## config.mk

```make
export PLATFORM = sky130hd
export DESIGN_NAME = rom_access_arbiter
export DESIGN_NICKNAME = d
export VERILOG_FILES = /design/src/rtl/rom_access_arbiter.sv
export SDC_FILE = /design/constraint.sdc
export NUM_CORES = 1
export LEC_CHECK = 0
export CORE_ASPECT_RATIO = 1.75
export CORE_MARGIN = 2
export CORE_UTILIZATION = 31
export DETAILED_ROUTE_END_ITERATION = 10
export GPL_ROUTABILITY_DRIVEN = 0
export HOLD_SLACK_MARGIN = 0.05
export PLACE_DENSITY = 0.62
export RECOVER_POWER = 25
export SYNTH_ARGS = -nofsm -noshare
export SYNTH_HDL_FRONTEND = slang
export SYNTH_SLANG_ARGS = --single-unit
```

## constraint.sdc

```tcl
create_clock -name clk -period 5.4 [get_ports clk]
set_clock_uncertainty 0.05 [all_clocks]
set_input_delay 1.62 -clock clk [delete_from_list [all_inputs] [get_ports clk]]
set_output_delay 1.62 -clock clk [all_outputs]
set_load 0.005 [all_outputs]
```

## src/rtl/rom_access_arbiter.sv

```systemverilog
// Shared ROM port arbiter: two lookup requesters plus a background scanner.
// Round-robin between A and B, with an anti-starvation slot for the scanner.
module rom_access_arbiter #(
    parameter int STARVE_LIMIT = 8
) (
    input  logic        clk,
    input  logic        rst_n,
    input  logic        req_a,
    input  logic [2:0]  addr_a,
    input  logic        req_b,
    input  logic [2:0]  addr_b,
    input  logic        scan_en,
    input  logic [15:0] rom_data,
    output logic [2:0]  rom_addr,
    output logic        gnt_a,
    output logic        gnt_b,
    output logic        rvalid_a,
    output logic        rvalid_b,
    output logic [15:0] rdata,
    output logic [15:0] scan_data,
    output logic [2:0]  scan_addr,
    output logic        scan_valid
);

    localparam logic [3:0] LIMIT = 4'(STARVE_LIMIT);

    logic [3:0] starve_cnt;
    logic       last_b;
    logic       force_scan;
    logic       pick_a;
    logic       pick_b;
    logic       gnt_s;

    // last_b set means B won most recently, so A wins the next contention
    always_comb begin
        force_scan = scan_en && (starve_cnt == LIMIT);
        pick_a     = req_a && (!req_b || last_b);
        pick_b     = req_b && !pick_a;
        gnt_a      = rst_n && !force_scan && pick_a;
        gnt_b      = rst_n && !force_scan && pick_b;
        gnt_s      = rst_n && scan_en && !gnt_a && !gnt_b;
    end

    always_comb begin
        rom_addr = scan_addr;
        unique case (1'b1)
            gnt_a:   rom_addr = addr_a;
            gnt_b:   rom_addr = addr_b;
            default: rom_addr = scan_addr;
        endcase
    end

    always_ff @(posedge clk) begin
        if (!rst_n) begin
            starve_cnt <= 4'd0;
            last_b     <= 1'b1;
            scan_addr  <= 3'd0;
            rdata      <= 16'd0;
            scan_data  <= 16'd0;
            rvalid_a   <= 1'b0;
            rvalid_b   <= 1'b0;
            scan_valid <= 1'b0;
        end else begin
            rvalid_a   <= gnt_a;
            rvalid_b   <= gnt_b;
            scan_valid <= gnt_s;
            if (gnt_a || gnt_b) begin
                rdata  <= rom_data;
                last_b <= gnt_b;
            end
            if (gnt_s) begin
                scan_data <= rom_data;
                scan_addr <= scan_addr + 3'd1;
            end
            if (!scan_en || gnt_s)
                starve_cnt <= 4'd0;
            else if (starve_cnt != LIMIT)
                starve_cnt <= starve_cnt + 4'd1;
        end
    end

endmodule

```

Fig. 1: run 1, PDN straps and rails
Bar = 20 um. Pins as bars on the die edge.
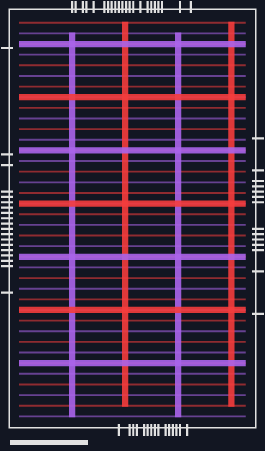
| color | net |
|---|---|
| purple | VSS |
| red | VDD |
signal pins: 70
met1 rails: 38
met5 straps: 7
met4 straps: 4
rows: 37

Fig. 2: run 1, placement by cell class
Fill, decap, tap and diode cells in gray.
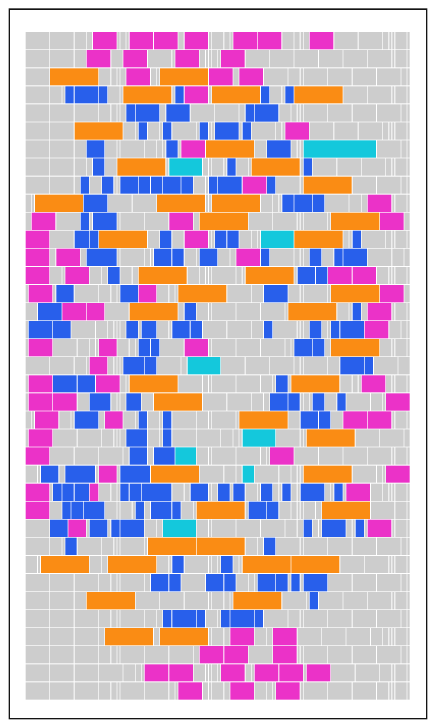
| color | class | cells | share of their area |
|---|---|---|---|
| magenta | remaining buffers and delay cells | 77 | 28% |
| orange | registers | 43 | 33% |
| cyan | clock drivers and dummy loads | 8 | 4.3% |
| blue | remaining logic cells | 147 | 35% |
core region area: 0.005833 sq mm
fraction of area in registers: 31.55%

Fig. 3: run 1, clock network drawn from the DEF
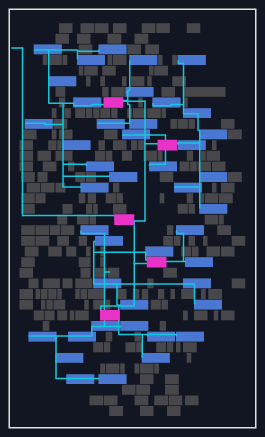
[blue] flip-flops | count: 43
[cyan] clock wires | length: 575 um
[magenta] clock-net drivers | count: 5
routed clock nets: 6

==> flow_metrics.tcl, run 1 <==
# collected from the flow reports
set metrics [dict create \
    synthTopLogicFamily "AND-OR/OR-AND gates" \
    ys_seq_share_pct 46.14 \
    instances_no_fill 353 \
    numCtsBuffers 5 \
    synth_cell_types 31 \
    io_buffers 69 \
    placed_area_sq_mm 0.002620 \
    htreeDepth 2 \
    reg2regPathDepth 7 \
    insertion_delay_ns 0.29 \
    hold_violations 0 \
    slowest_stage "clkdlybuf4s50_1" \
    reg2reg_to "scan_data[14]" \
    maxCapViolations 0 \
    ys_warn_count 0 \
    path_buffers 2 \
    cts_tree "yes" \
    ctsHoldBuffers 0 \
    reg.largest.list "rdata: 16 flops, scan_data: 16 flops, starve_cnt: 4 flops" \
    fillers 612 \
    buffers_excl_clock 77 \
    syn_area_per_cell_sq_um 9.100 \
    ios 70 \
    ant_nets 0 \
    hp-class "reg -> reg" \
    outcome "completed" \
    path_class "in -> out" \
]
Fig. 4: run 1, clock wiring as the flow saved it
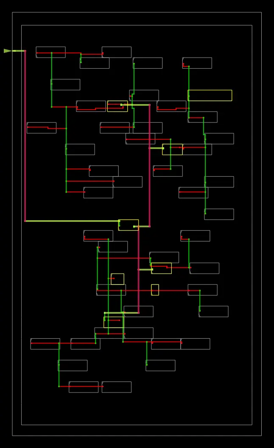

## Run 2: what changed since run 1
- CORE_ASPECT_RATIO: 1.75 -> 2
Fig. 5: run 2, clock wiring as the flow saved it
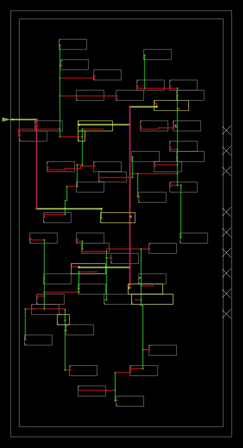
P_clk: 344 uW
CTS Buf Count: 5
Skew-Pair Late Insertion Delay: 0.28 ns

Fig. 6: run 2, PDN straps and rails
Bar = 20 um. Pins as bars on the die edge.
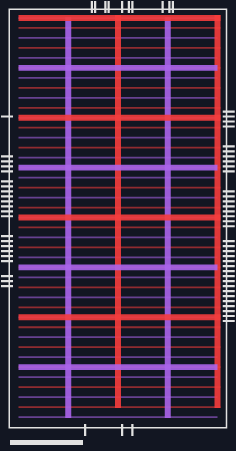
| color | net |
|---|---|
| red | VDD |
| purple | VSS |
met1 rails: 41
met4 straps: 4

==> run 2 against run 1 <==
Effect of this change:
- the run now ends with design-rule violations left
- synthesized cell count unchanged
- global-route usage rose by 0.28 points
- critical path type unchanged
- critical path depth unchanged
- setup slack worse by 0.058 ns
- maximum frequency shrank 1.1%
- first-iteration DRC count fell by 25%
- area after synthesis unchanged
- sequential cell count stayed put
- hold slack barely moved
- utilization grew 0.12 points
- cell area rose by 1.5%
- non-clock buffer count unchanged
- critical endpoint is now rom_addr[1]
==> flow_metrics.tcl, run 2 <==
# collected from the flow reports
set metrics [dict create \
    outcome "finished with violations" \
    failed_checks "design-rule violations" \
    synth_cell_types 31 \
    ant_nets 0 \
    instances_no_fill 338 \
    maxCapViolations 0 \
    comb_share_pct 30.17 \
    path_buffers 2 \
    cts_tree "yes" \
    reg2regPathDepth 7 \
    route.detailed.drc 9 \
    ys_seq_share_pct 46.14 \
    seq_share_pct 31.07 \
    reg2reg_to "scan_data[10]" \
    placed_area_sq_mm 0.002601 \
    hold_start "scan_data[10]" \
    ctsHoldBuffers 0 \
    ys_warn_count 0 \
    hp-class "reg -> reg" \
    layout_top_cells_excl_fill_tap "51 x clkdlybuf4s50_1, 43 x dfxtp_1, 22 x nand2_1" \
    yosysChipArea_sq_mm 0.001866 \
    finalWorstPathRequiredPeriod_ns 5.174 \
    fillers 582 \
    path_class "in -> out" \
    core_sq_mm 0.005906 \
    critPathLaunchType "primary input" \
    syn_area_per_cell_sq_um 9.100 \
    synthTopLogicFamily "AND-OR/OR-AND gates" \
    rsz0062_at_grt "false" \
    ir_drop_mv 0.1803 \
    ios 70 \
    use_met2_pct 25.04 \
    buffers_excl_clock 77 \
    hold_violations 0 \
    io_buffers 69 \
]
Fig. 7: run 2, clock network drawn from the DEF
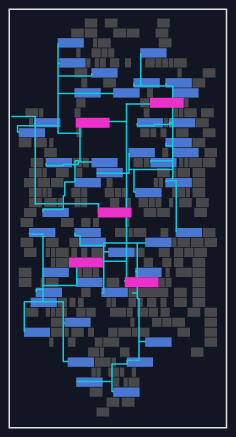
[magenta] clock-net drivers | count: 5
[blue] flip-flops | count: 43
[cyan] clock wires | length: 563 um
routed clock nets: 6
flops lie: widely spread
Clock Power Share: 43.0%

## Run 3: what changed since run 2
- DONT_BUFFER_PORTS: unset -> 1
- GPL_TIMING_DRIVEN: unset -> 0
- PLACE_DENSITY: 0.62 -> 0.47
==> run 3 against run 2 <==
Effect of this change:
- the run still ends with design-rule violations left
- synthesized cell count unchanged
- critical path type unchanged
- critical endpoint unchanged
- largest cell class unchanged
- first-iteration DRC count up 14%
- hold slack better by 0.023 ns
- utilization down 11 points
- via count down 14%
- area after synthesis unchanged
- combinational power down 53%
- sequential power up 1%
- cell area down 23%
==> flow_metrics.tcl, run 3 <==
# collected from the flow reports
set metrics [dict create \
    buffers_excl_clock 15 \
    cts_tree "yes" \
    final_core_util_pct 36.12 \
    outcome "finished with violations" \
    route.detailed.drc 5 \
    layout_top_cells_excl_fill_tap "43 x dfxtp_1, 22 x nand2_1, 20 x inv_1" \
    reg2reg_to "scan_data[7]" \
    clock_power_share_pct 49.0 \
    pg_clk_uw 387 \
    syn_area_per_cell_sq_um 9.100 \
    rsz0062_at_grt "false" \
    common_cells "43 x dfxtp_1, 22 x nand2_1, 20 x inv_1" \
    syn_area_sq_mm 0.001866 \
    core_sq_mm 0.005906 \
    synthSimpleGateAreaFrac_pct 14.22 \
    instances_no_fill 276 \
    synth_cell_types 31 \
    finalWorstPathRequiredPeriod_ns 4.357 \
    seq_share_pct 40.35 \
    comb_share_pct 39.18 \
    path_buffers 2 \
    hold_violations 0 \
    ys_warn_count 0 \
    ys_seq_share_pct 46.14 \
    ios 70 \
    io_buffers 0 \
    placed_area_sq_mm 0.001944 \
    ctsHoldBuffers 0 \
    hp-class "reg -> reg" \
    yosysChipArea_sq_mm 0.001866 \
    ant_nets 0 \
    maxCapViolations 0 \
    worst_pin_slew_ns 0.5175 \
    power_switching_uw 165.0 \
    failed_checks "design-rule violations" \
    fillers 631 \
    use_met2_pct 19.93 \
    reg2regPathDepth 8 \
    numCtsBuffers 5 \
    cpLargestDelayFamily "AND-OR/OR-AND gates" \
    reg2reg_slack_ns 3.53 \
    vias_per_cell 5.236 \
    insertion_delay_ns 0.28 \
    critPathLaunchType "primary input" \
]
Fig. 8: run 3, PDN straps and rails
Bar = 20 um. Pins as bars on the die edge.
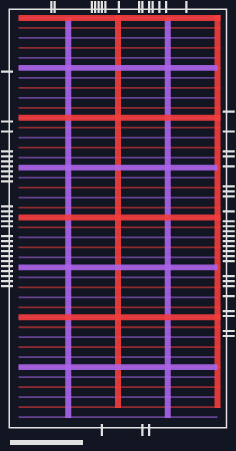
| color | net |
|---|---|
| purple | VSS |
| red | VDD |
met1 rails: 41
signal pins: 70
die width: 58.86 um
Max VDD drop: 0.2162 mV
DIE HEIGHT: 113.7 um

Fig. 9: run 3, routed metal, one color a layer
Bar = 20 um. Two of the layers only.
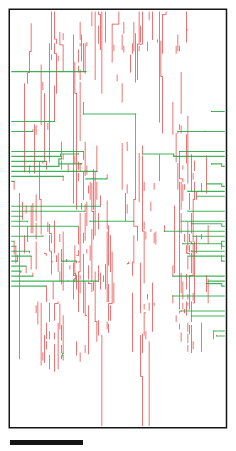
| color | layer | wire length |
|---|---|---|
| red | M2 | 1,960 um |
| green | M3 | 552 um |

Fig. 10: run 3, clock network drawn from the DEF
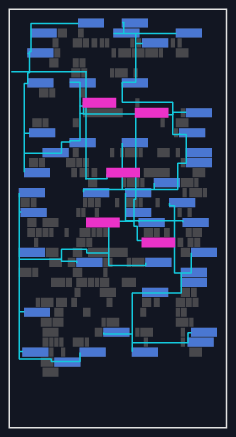
[magenta] clock-net drivers | count: 5
[cyan] clock wires | length: 601 um
[blue] flip-flops | count: 43
routed clock nets: 6

Power and IR drop assume default switching activity.
